==> config.mk <==
export PLATFORM = sky130hd
export DESIGN_NAME = game_level_select_flat
export DESIGN_NICKNAME = d
export VERILOG_FILES = /design/src/rtl/game_level_select_if.sv /design/src/rtl/game_level_select.sv /design/src/flat_wrapper.sv
export SDC_FILE = /design/constraint.sdc
export NUM_CORES = 1
export LEC_CHECK = 0
export CAP_MARGIN = 20
export CORE_ASPECT_RATIO = 0.9
export CORE_MARGIN = 1.5
export CORE_UTILIZATION = 44
export CTS_BUF_LIST = sky130_fd_sc_hd__clkbuf_8 sky130_fd_sc_hd__clkbuf_16
export CTS_CLUSTER_DIAMETER = 120
export DETAILED_ROUTE_END_ITERATION = 10
export GPL_ROUTABILITY_DRIVEN = 0
export PLACE_DENSITY_LB_ADDON = 0.3
export SETUP_SLACK_MARGIN = 0.05
export SLEW_MARGIN = 20
export SYNTH_ARGS = -nofsm -noshare
export SYNTH_HDL_FRONTEND = slang
export SYNTH_SLANG_ARGS = --single-unit
export TNS_END_PERCENT = 100
==> constraint.sdc <==
create_clock -name clock -period 2.2 [get_ports clock]
set_input_delay 0.44 -clock clock [delete_from_list [all_inputs] [get_ports clock]]
set_output_delay 0.44 -clock clock [all_outputs]
set_load 0.05 [all_outputs]
==> src/rtl/game_level_select_if.sv <==
// Switch/box-pickup inputs and level/bonus-box outputs between the board-facing
// selector and the maze/score/VGA logic.
interface game_level_select_if #(
    parameter int unsigned NUM_LEVELS = 3,
    parameter int unsigned COORD_W    = 5
);
    localparam int unsigned IDX_W = (NUM_LEVELS > 1) ? $clog2(NUM_LEVELS) : 1;

    logic [NUM_LEVELS-1:0] levelSw;
    logic                  plusTaken;
    logic                  minusTaken;
    logic [NUM_LEVELS-1:0] playLevel;
    logic [IDX_W-1:0]      levelIndex;
    logic                  levelStart;
    logic                  externalReset;
    logic                  selError;
    logic                  plusValid;
    logic                  minusValid;
    logic [COORD_W-1:0]    scorePlusFiveX;
    logic [COORD_W-1:0]    scorePlusFiveY;
    logic [COORD_W-1:0]    scoreMinusFiveX;
    logic [COORD_W-1:0]    scoreMinusFiveY;

    modport master (
        output levelSw, plusTaken, minusTaken,
        input  playLevel, levelIndex, levelStart, externalReset, selError,
               plusValid, minusValid, scorePlusFiveX, scorePlusFiveY,
               scoreMinusFiveX, scoreMinusFiveY
    );

    modport slave (
        input  levelSw, plusTaken, minusTaken,
        output playLevel, levelIndex, levelStart, externalReset, selError,
               plusValid, minusValid, scorePlusFiveX, scorePlusFiveY,
               scoreMinusFiveX, scoreMinusFiveY
    );
endinterface

==> src/rtl/game_level_select.sv <==
// Registered level selector: synchronises the switches, qualifies a stable one-hot
// choice, locks it for the game and publishes the per-level bonus-box layout.
module game_level_select #(
    parameter int unsigned NUM_LEVELS    = 3,
    parameter int unsigned COORD_W       = 5,
    parameter int unsigned STABLE_CYCLES = 16,
    parameter logic [NUM_LEVELS*COORD_W-1:0] PLUS_X_TAB  = {5'd10, 5'd17, 5'd13},
    parameter logic [NUM_LEVELS*COORD_W-1:0] PLUS_Y_TAB  = {5'd6,  5'd9,  5'd5},
    parameter logic [NUM_LEVELS*COORD_W-1:0] MINUS_X_TAB = {5'd15, 5'd4,  5'd10},
    parameter logic [NUM_LEVELS*COORD_W-1:0] MINUS_Y_TAB = {5'd19, 5'd6,  5'd3}
) (
    input logic                clock,
    input logic                resetn,
    game_level_select_if.slave bus
);
    localparam int unsigned IDX_W = (NUM_LEVELS > 1) ? $clog2(NUM_LEVELS) : 1;
    localparam int unsigned CNT_W = (STABLE_CYCLES > 1) ? $clog2(STABLE_CYCLES) : 1;
    localparam logic [CNT_W-1:0] CNT_LAST = CNT_W'(STABLE_CYCLES - 1);

    typedef enum logic [1:0] {S_IDLE, S_QUALIFY, S_PLAY, S_FAULT} state_t;

    function automatic logic [IDX_W-1:0] oh_to_idx(input logic [NUM_LEVELS-1:0] oh);
        oh_to_idx = '0;
        for (int i = 0; i < NUM_LEVELS; i++)
            if (oh[i]) oh_to_idx = IDX_W'(i);
    endfunction

    function automatic logic [COORD_W-1:0] tab_sel(input logic [NUM_LEVELS*COORD_W-1:0] tab,
                                                   input logic [IDX_W-1:0] idx);
        tab_sel = '0;
        for (int i = 0; i < NUM_LEVELS; i++)
            if (idx == IDX_W'(i)) tab_sel = tab[i*COORD_W +: COORD_W];
    endfunction

    state_t                r_state, w_state_nxt;
    logic [NUM_LEVELS-1:0] r_sync1, r_sws;
    logic [NUM_LEVELS-1:0] r_cand, w_cand_nxt;
    logic [CNT_W-1:0]      r_cnt, w_cnt_nxt;

    logic [NUM_LEVELS-1:0] r_play_level, w_play_level_nxt;
    logic [IDX_W-1:0]      r_level_index, w_level_index_nxt;
    logic                  r_level_start, w_level_start_nxt;
    logic                  r_ext_reset, w_ext_reset_nxt;
    logic                  r_sel_error, w_sel_error_nxt;
    logic                  r_plus_valid, w_plus_valid_nxt;
    logic                  r_minus_valid, w_minus_valid_nxt;
    logic [COORD_W-1:0]    r_px, r_py, r_mx, r_my;
    logic [COORD_W-1:0]    w_px_nxt, w_py_nxt, w_mx_nxt, w_my_nxt;

    logic                  w_sws_zero, w_sws_onehot;
    logic [IDX_W-1:0]      w_cand_idx;

    assign w_sws_zero   = (r_sws == '0);
    assign w_sws_onehot = !w_sws_zero && ((r_sws & (r_sws - NUM_LEVELS'(1))) == '0);
    assign w_cand_idx   = oh_to_idx(r_cand);

    // Two-flop synchroniser for the asynchronous board switches
    always_ff @(posedge clock or negedge resetn) begin
        if (!resetn) begin
            r_sync1 <= '0;
            r_sws   <= '0;
        end else begin
            r_sync1 <= bus.levelSw;
            r_sws   <= r_sync1;
        end
    end

    always_ff @(posedge clock or negedge resetn) begin
        if (!resetn) begin
            r_state       <= S_IDLE;
            r_cand        <= '0;
            r_cnt         <= '0;
            r_play_level  <= '0;
            r_level_index <= '0;
            r_level_start <= 1'b0;
            r_ext_reset   <= 1'b1;
            r_sel_error   <= 1'b0;
            r_plus_valid  <= 1'b0;
            r_minus_valid <= 1'b0;
            r_px          <= '0;
            r_py          <= '0;
            r_mx          <= '0;
            r_my          <= '0;
        end else begin
            r_state       <= w_state_nxt;
            r_cand        <= w_cand_nxt;
            r_cnt         <= w_cnt_nxt;
            r_play_level  <= w_play_level_nxt;
            r_level_index <= w_level_index_nxt;
            r_level_start <= w_level_start_nxt;
            r_ext_reset   <= w_ext_reset_nxt;
            r_sel_error   <= w_sel_error_nxt;
            r_plus_valid  <= w_plus_valid_nxt;
            r_minus_valid <= w_minus_valid_nxt;
            r_px          <= w_px_nxt;
            r_py          <= w_py_nxt;
            r_mx          <= w_mx_nxt;
            r_my          <= w_my_nxt;
        end
    end

    // Next state plus next value of every registered output
    always_comb begin
        w_state_nxt       = r_state;
        w_cand_nxt        = r_cand;
        w_cnt_nxt         = r_cnt;
        w_play_level_nxt  = '0;
        w_level_index_nxt = '0;
        w_level_start_nxt = 1'b0;
        w_ext_reset_nxt   = 1'b1;
        w_sel_error_nxt   = 1'b0;
        w_plus_valid_nxt  = 1'b0;
        w_minus_valid_nxt = 1'b0;
        w_px_nxt          = '0;
        w_py_nxt          = '0;
        w_mx_nxt          = '0;
        w_my_nxt          = '0;

        unique case (r_state)
            S_IDLE: begin
                if (w_sws_onehot) begin
                    w_state_nxt = S_QUALIFY;
                    w_cand_nxt  = r_sws;
                    w_cnt_nxt   = '0;
                end else if (!w_sws_zero) begin
                    w_state_nxt = S_FAULT;
                end
            end
            S_QUALIFY: begin
                if (w_sws_zero) begin
                    w_state_nxt = S_IDLE;
                end else if (!w_sws_onehot) begin
                    w_state_nxt = S_FAULT;
                end else if (r_sws != r_cand) begin
                    w_cand_nxt = r_sws;
                    w_cnt_nxt  = '0;
                end else if (r_cnt == CNT_LAST) begin
                    w_state_nxt = S_PLAY;
                end else begin
                    w_cnt_nxt = r_cnt + CNT_W'(1);
                end
            end
            S_PLAY: begin
                // Level is locked: only an all-clear ends the game
                if (w_sws_zero) w_state_nxt = S_IDLE;
            end
            S_FAULT: begin
                if (w_sws_zero) w_state_nxt = S_IDLE;
            end
            default: w_state_nxt = S_IDLE;
        endcase

        if (w_state_nxt == S_PLAY) begin
            w_ext_reset_nxt = 1'b0;
            if (r_state != S_PLAY) begin
                w_play_level_nxt  = r_cand;
                w_level_index_nxt = w_cand_idx;
                w_level_start_nxt = 1'b1;
                w_plus_valid_nxt  = 1'b1;
                w_minus_valid_nxt = 1'b1;
                w_px_nxt          = tab_sel(PLUS_X_TAB,  w_cand_idx);
                w_py_nxt          = tab_sel(PLUS_Y_TAB,  w_cand_idx);
                w_mx_nxt          = tab_sel(MINUS_X_TAB, w_cand_idx);
                w_my_nxt          = tab_sel(MINUS_Y_TAB, w_cand_idx);
            end else begin
                w_play_level_nxt  = r_play_level;
                w_level_index_nxt = r_level_index;
                w_plus_valid_nxt  = r_plus_valid & ~bus.plusTaken;
                w_minus_valid_nxt = r_minus_valid & ~bus.minusTaken;
                w_px_nxt          = r_px;
                w_py_nxt          = r_py;
                w_mx_nxt          = r_mx;
                w_my_nxt          = r_my;
            end
        end

        if (w_state_nxt == S_FAULT) w_sel_error_nxt = 1'b1;
    end

    assign bus.playLevel       = r_play_level;
    assign bus.levelIndex      = r_level_index;
    assign bus.levelStart      = r_level_start;
    assign bus.externalReset   = r_ext_reset;
    assign bus.selError        = r_sel_error;
    assign bus.plusValid       = r_plus_valid;
    assign bus.minusValid      = r_minus_valid;
    assign bus.scorePlusFiveX  = r_px;
    assign bus.scorePlusFiveY  = r_py;
    assign bus.scoreMinusFiveX = r_mx;
    assign bus.scoreMinusFiveY = r_my;

endmodule

==> src/flat_wrapper.sv <==
// flat-port wrapper written by rule: the top's interface ports become plain ports
module game_level_select_flat 
#(
    parameter int unsigned NUM_LEVELS    = 3,
    parameter int unsigned COORD_W       = 5,
    parameter int unsigned STABLE_CYCLES = 16,
    parameter logic [NUM_LEVELS*COORD_W-1:0] PLUS_X_TAB  = {5'd10, 5'd17, 5'd13},
    parameter logic [NUM_LEVELS*COORD_W-1:0] PLUS_Y_TAB  = {5'd6,  5'd9,  5'd5},
    parameter logic [NUM_LEVELS*COORD_W-1:0] MINUS_X_TAB = {5'd15, 5'd4,  5'd10},
    parameter logic [NUM_LEVELS*COORD_W-1:0] MINUS_Y_TAB = {5'd19, 5'd6,  5'd3}
)
  (clock, resetn, bus_levelSw, bus_plusTaken, bus_minusTaken, bus_playLevel, bus_levelIndex, bus_levelStart, bus_externalReset, bus_selError, bus_plusValid, bus_minusValid, bus_scorePlusFiveX, bus_scorePlusFiveY, bus_scoreMinusFiveX, bus_scoreMinusFiveY);
  game_level_select_if #(.NUM_LEVELS(NUM_LEVELS), .COORD_W(COORD_W)) bus_i ();
  input logic clock;
  input logic resetn;
  input wire logic [$bits(bus_i.levelSw)-1:0] bus_levelSw;
  input wire logic [$bits(bus_i.plusTaken)-1:0] bus_plusTaken;
  input wire logic [$bits(bus_i.minusTaken)-1:0] bus_minusTaken;
  output wire logic [$bits(bus_i.playLevel)-1:0] bus_playLevel;
  output wire logic [$bits(bus_i.levelIndex)-1:0] bus_levelIndex;
  output wire logic [$bits(bus_i.levelStart)-1:0] bus_levelStart;
  output wire logic [$bits(bus_i.externalReset)-1:0] bus_externalReset;
  output wire logic [$bits(bus_i.selError)-1:0] bus_selError;
  output wire logic [$bits(bus_i.plusValid)-1:0] bus_plusValid;
  output wire logic [$bits(bus_i.minusValid)-1:0] bus_minusValid;
  output wire logic [$bits(bus_i.scorePlusFiveX)-1:0] bus_scorePlusFiveX;
  output wire logic [$bits(bus_i.scorePlusFiveY)-1:0] bus_scorePlusFiveY;
  output wire logic [$bits(bus_i.scoreMinusFiveX)-1:0] bus_scoreMinusFiveX;
  output wire logic [$bits(bus_i.scoreMinusFiveY)-1:0] bus_scoreMinusFiveY;
  assign bus_i.levelSw = bus_levelSw;
  assign bus_i.plusTaken = bus_plusTaken;
  assign bus_i.minusTaken = bus_minusTaken;
  assign bus_playLevel = bus_i.playLevel;
  assign bus_levelIndex = bus_i.levelIndex;
  assign bus_levelStart = bus_i.levelStart;
  assign bus_externalReset = bus_i.externalReset;
  assign bus_selError = bus_i.selError;
  assign bus_plusValid = bus_i.plusValid;
  assign bus_minusValid = bus_i.minusValid;
  assign bus_scorePlusFiveX = bus_i.scorePlusFiveX;
  assign bus_scorePlusFiveY = bus_i.scorePlusFiveY;
  assign bus_scoreMinusFiveX = bus_i.scoreMinusFiveX;
  assign bus_scoreMinusFiveY = bus_i.scoreMinusFiveY;
  game_level_select #(.NUM_LEVELS(NUM_LEVELS), .COORD_W(COORD_W), .STABLE_CYCLES(STABLE_CYCLES), .PLUS_X_TAB(PLUS_X_TAB), .PLUS_Y_TAB(PLUS_Y_TAB), .MINUS_X_TAB(MINUS_X_TAB), .MINUS_Y_TAB(MINUS_Y_TAB)) u_core (.clock(clock), .resetn(resetn), .bus(bus_i));
endmodule
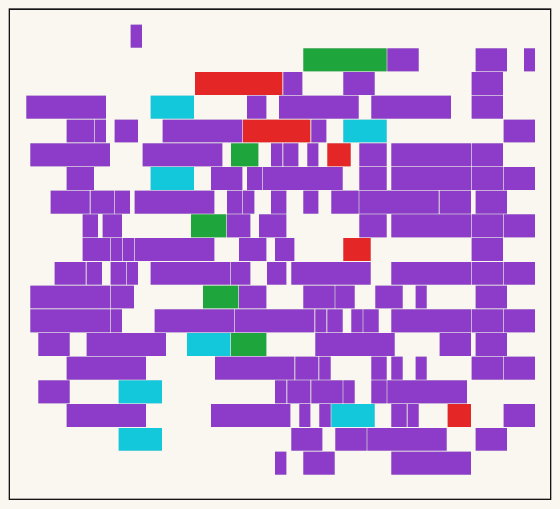
**Above:** cell sizes after repair.
Key: _3 and _4 cells = red [cells 5, share 3.5%, most used buf_4]; _0 and _1 cells = purple [cells 126, share 88%, most used clkdlybuf4s50_1]; _6 and larger = cyan [cells 7, share 4.9%, most used clkbuf_8]; _2 cells = green [cells 5, share 3.5%, most used mux2_2]
number of non-clock buffers in the layout: 35
area growth from synthesis to layout: 26.3%
final instance area: 1740 sq um
worst setup margin: 0.188 ns

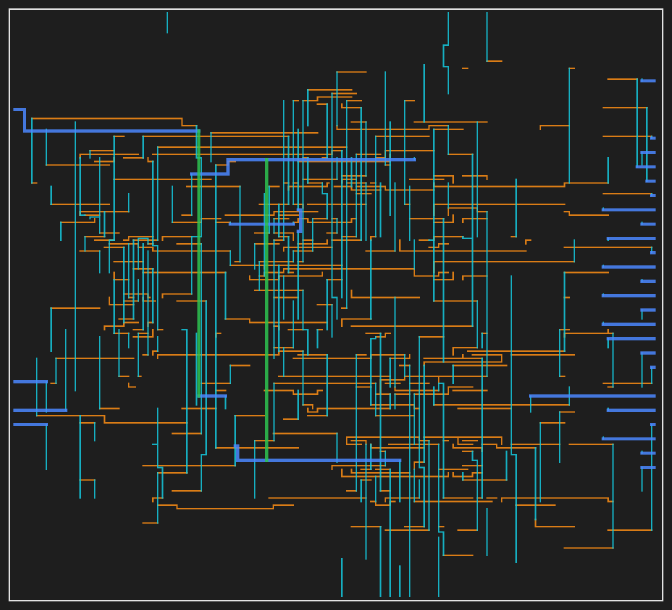
**Above:** metal layers overlaid.
Key: metal 3 = blue [wire length 143 um]; metal 2 = cyan [wire length 1170 um]; metal 4 = green [wire length 53.7 um]; metal 1 = orange [wire length 1050 um]

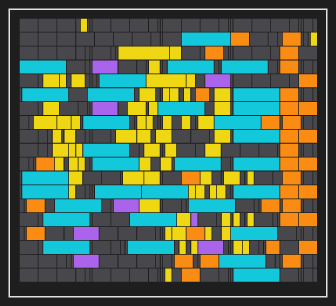
**Above:** cells colored by class.
Fill, decap, tap and diode cells in gray.
Key: sequential cells = cyan [cells 31, share of their area 46%]; combinational and other logic = yellow [cells 69, share of their area 27%]; remaining buffers and delay cells = orange [cells 35, share of their area 21%]; clock drivers and dummy loads = purple [cells 8, share of their area 5.9%]
num rows: 19
core footprint: 3020 sq um
flop share of the area: 44.7%
final core occ: 57.5%

==> out/metrics.yaml <==
status: "complete, no violations"
wl_per_cell_um: 13.0
simple_gate_share_pct: 10.9
clkLatencyLatePin_ns: 0.28
clkTransAtPathRegs_ns: 0.06
synthArstFlopShare_pct: 100
drv_slew: 0
drt_wl_total_um: 2410
cts_made_buffers: 5
yosys_area_sq_um: 1380
p_total_mw: 1.32
syn_avg_cell_area_sq_um: 11.8
antennaDiodeCount: 0
synth.yosys.seq_area_share_pct: 56.5
fmax_ghz: 0.497
drive_gt1_share_pct: 11.9
p_clk_share_pct: 35.9
warnings: 26
cts_buffer_depth: 2
max_slew_margin_pct: 65.8
dr_wl_met2_um: 1170
cts_root_buf: "clkbuf_8"
grt.total_usage_pct: 16.7
met1_length_um: 1050
report.final.hold_viol_count: 0
syn_inst: 117
mux_share_pct: 2.46
ant_nets: 0
met1_usage_pct: 19.3
swShare_pct: 26.4
cts_tree: "done"
die_area_sq_um: 3470
lay_top_count: "clkdlybuf4s50_1"
dpl_worst_slack_ns: 0.244
grt_overflow_total: 0
worst_setup_path_start_kind: "flop"
post_cts_buffers: 0
fp_util_pct: 45.5
syn_area_sq_um: 1380
wl_met3_um: 142
crit_slowest_cell: "clkdlybuf4s50_1"
peakVddDrop_mv: 0.452
ys_sh_xor_pct: 3.91
edf_count: 0
through the flow:
step / area [sq um] / instances / util [%]
after global routing: 1740 / 185 / 57.5
final: 1740 / 185 / 57.5
after detailed placement: 1640 / 177 / 54.2
after global placement: 1640 / 177 / 54.2
after CTS: 1740 / 185 / 57.5
after floorplan: 1380 / 119 / -
cell usage after synthesis (2+ instances only):
cell / n
xnor2_1: 3
a22o_1: 7
nor3_1: 6
inv_1: 3
mux2_2: 3
nand2_1: 9
buf_6: 2
buf_4: 15
nand3_1: 2
nand3b_1: 2
or3_1: 2
dfrtp_1: 30
o21ai_0: 6
nor2_1: 6
power groups by stage:
stage / logic [mW] / clock network, mW / registers (mW)
after floorplan: 0.124 / 0 / 0.673
after global routing: 0.207 / 0.515 / 0.666
after CTS: 0.188 / 0.485 / 0.659
final: 0.186 / 0.473 / 0.659
after global placement: 0.183 / 0 / 0.666
after detailed placement: 0.187 / 0 / 0.669
final timing paths:
kind,slack [ns],endpoint,start,depth (start not counted)
worst max-delay path,0.19,bus_externalReset,u_core.bus.externalReset,1
worst min-delay path,0.35,u_core.r_sws[1],u_core.r_sync1[1],0
worst max register to register,0.24,u_core.bus.scorePlusFiveX[1],u_core.r_sws[0],5
worst min register to register,0.35,u_core.r_sws[1],u_core.r_sync1[1],0
max in group asynchronous,1.32,u_core.bus.externalReset,resetn,2
min in group asynchronous,0.56,u_core.bus.scoreMinusFiveY[2],resetn,2
layout make-up:
class                           instances  area [sq um]
Clock buffer                            7          96.3
Clock inverter                          1          3.75
Fill cell                             253          1280
Inverter                                4          20.0
Multi-Input combinational cell         65           442
Sequential cell                        31           777
Tap cell                               42          52.6
Timing Repair Buffer                   35           345
Power is estimated from default activity; no workload was simulated.
